===== src/rtl/sync_down_counter_4bit.sv =====
// rtl/sync_down_counter_4bit.sv - loadable down counter with one-shot / auto-reload modes
// IDLE/RUN/DONE FSM; busy and done decode straight from the state register.
module sync_down_counter_4bit #(
    parameter int WIDTH = 4
) (
    input  logic             clk,
    input  logic             rst,
    input  logic             en,
    input  logic             load,
    input  logic [WIDTH-1:0] load_val,
    input  logic             auto_reload,
    output logic [WIDTH-1:0] count,
    output logic             tc,
    output logic             busy,
    output logic             done
);

    typedef enum logic [1:0] {
        ST_IDLE = 2'b00,
        ST_RUN  = 2'b01,
        ST_DONE = 2'b10
    } state_t;

    state_t           state_q, state_d;
    logic [WIDTH-1:0] count_q, count_d;
    logic [WIDTH-1:0] reload_q, reload_d;
    logic             tc_q, tc_d;

    always_comb begin
        state_d  = state_q;
        count_d  = count_q;
        reload_d = reload_q;
        tc_d     = 1'b0;
        if (load) begin
            count_d  = load_val;
            reload_d = load_val;
            state_d  = (load_val != '0) ? ST_RUN : ST_IDLE;
        end else begin
            case (state_q)
                ST_IDLE: ;
                ST_RUN: begin
                    if (en) begin
                        if (count_q > WIDTH'(1)) begin
                            count_d = count_q - WIDTH'(1);
                        end else if (count_q == WIDTH'(1)) begin
                            count_d = '0;
                            tc_d    = 1'b1;
                            state_d = auto_reload ? ST_RUN : ST_DONE;
                        end else if (auto_reload) begin
                            // Zero is held for one enabled cycle before reloading,
                            // giving a period of reload value + 1.
                            count_d = reload_q;
                        end else begin
                            state_d = ST_DONE;
                        end
                    end
                end
                ST_DONE: count_d = '0;
                default: state_d = ST_IDLE;
            endcase
        end
    end

    always_ff @(posedge clk or posedge rst) begin
        if (rst) begin
            state_q  <= ST_IDLE;
            count_q  <= '0;
            reload_q <= '0;
            tc_q     <= 1'b0;
        end else begin
            state_q  <= state_d;
            count_q  <= count_d;
            reload_q <= reload_d;
            tc_q     <= tc_d;
        end
    end

    assign count = count_q;
    assign tc    = tc_q;
    assign busy  = (state_q == ST_RUN);
    assign done  = (state_q == ST_DONE);

endmodule


===== config.mk =====
export PLATFORM = sky130hd
export DESIGN_NAME = sync_down_counter_4bit
export DESIGN_NICKNAME = d
export VERILOG_FILES = /design/src/rtl/sync_down_counter_4bit.sv
export SDC_FILE = /design/constraint.sdc
export NUM_CORES = 1
export LEC_CHECK = 0
export CAP_MARGIN = 20
export CORE_MARGIN = 4
export CORE_UTILIZATION = 42
export CTS_CLUSTER_DIAMETER = 150
export DETAILED_ROUTE_END_ITERATION = 10
export PLACE_DENSITY = 0.72
export SYNTH_ARGS = -nofsm -noshare
export SYNTH_HDL_FRONTEND = slang
export SYNTH_SLANG_ARGS = --single-unit

===== constraint.sdc =====
create_clock -name clk -period 1.5 [get_ports clk]
set_clock_uncertainty 0.05 [all_clocks]
set_input_delay 0.3 -clock clk [delete_from_list [all_inputs] [get_ports clk]]
set_output_delay 0.3 -clock clk [all_outputs]
set_load 0.03 [all_outputs]

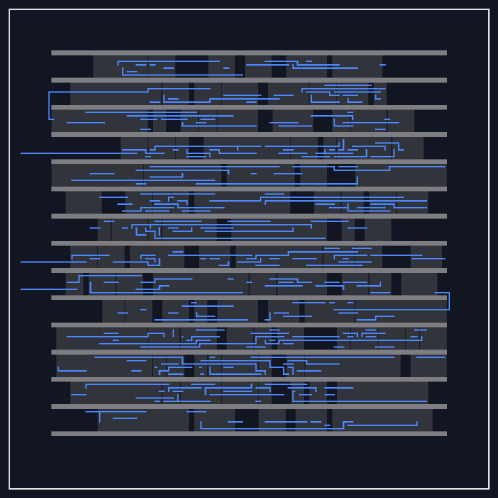
(M1 wires)
Scale: 10 px per µm. Supply wires on this layer in grey. Cells faint in the background.
- share of all routed wire: 39%
- nets with wire on the layer: 109
- wire length on this layer: 952 µm
- main direction: horizontal
- longest straight run: 17.9 µm
via count of the routed design: 731
sum of routed wire length over all layers: 2.42 mm

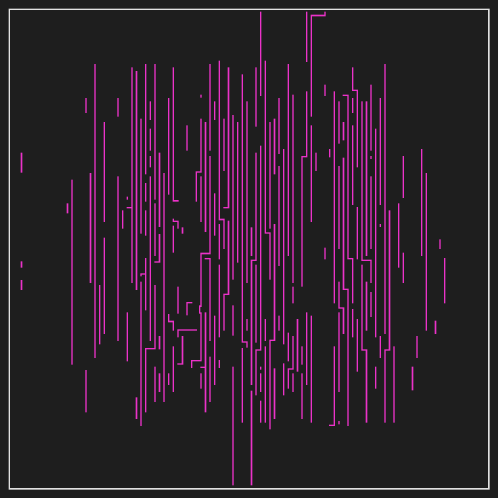
(the metal 2 layer)
Scale: 10 px per µm.
- wire length on this layer: 1280 µm
- longest straight run: 29.2 µm
- nets with wire on the layer: 108
- main direction: vertical

==> run notes <==
The run finished, with violations left. The final reports fail on setup timing. The tools report the data arrival time of the worst path as 1.86 ns.

The least setup slack across all paths after layout was -0.238 ns. From left edge to right edge, the die measures 47.8 µm. The post-synthesis instance area was 666 µm²; the flop count was 11. The power dissipated by switching net loads is 839 µW. The detailed router put a total of 951 µm of wire on met1. At the pin with the least slew margin, the transition time is 0.454 ns. With the number of failing setup endpoints in the final timing report at 6, the routed length on met3 is 108 µm. The run gives 16 for the tap cell count. The DRC violation total left in the routed layout is recorded as 0.

Of all the cell area in the finished design, non-clock buffers hold 27.4%. According to the floorplan report, the die height is 47.8 µm. In this run the number of cells on the critical path is 6. Once placement finished, the instance area stood at 1000 µm². Type of element capturing the critical path: a flip-flop. Looking at the cell usage after synthesis, the top flip-flop cell is dfrtp_1. In this design, the critical path's most frequently occurring cell is a22o_1.

For the combinational group, total power comes out at 1.25 mW. The tools report the leakage power figure as 0.552 nW. The clock network power came out at 217 µW. Of all nets on the critical path, the largest fanout is 5.

Looking at the power breakdown, combinational cells take 63.3% of the total. Class of the tightest hold or removal check: in2async. The maximum count of clock buffers along a single path came out at 2. The share of the core area taken by cells at floorplan is 44.2%.

The clock network fraction of total power was 11.0%. The start of the worst register-to-register path is count[0]. By area, the class that comes first in the final layout consists of logic gates.
Power figures rest on the tool's default switching activity, not on a simulated workload.
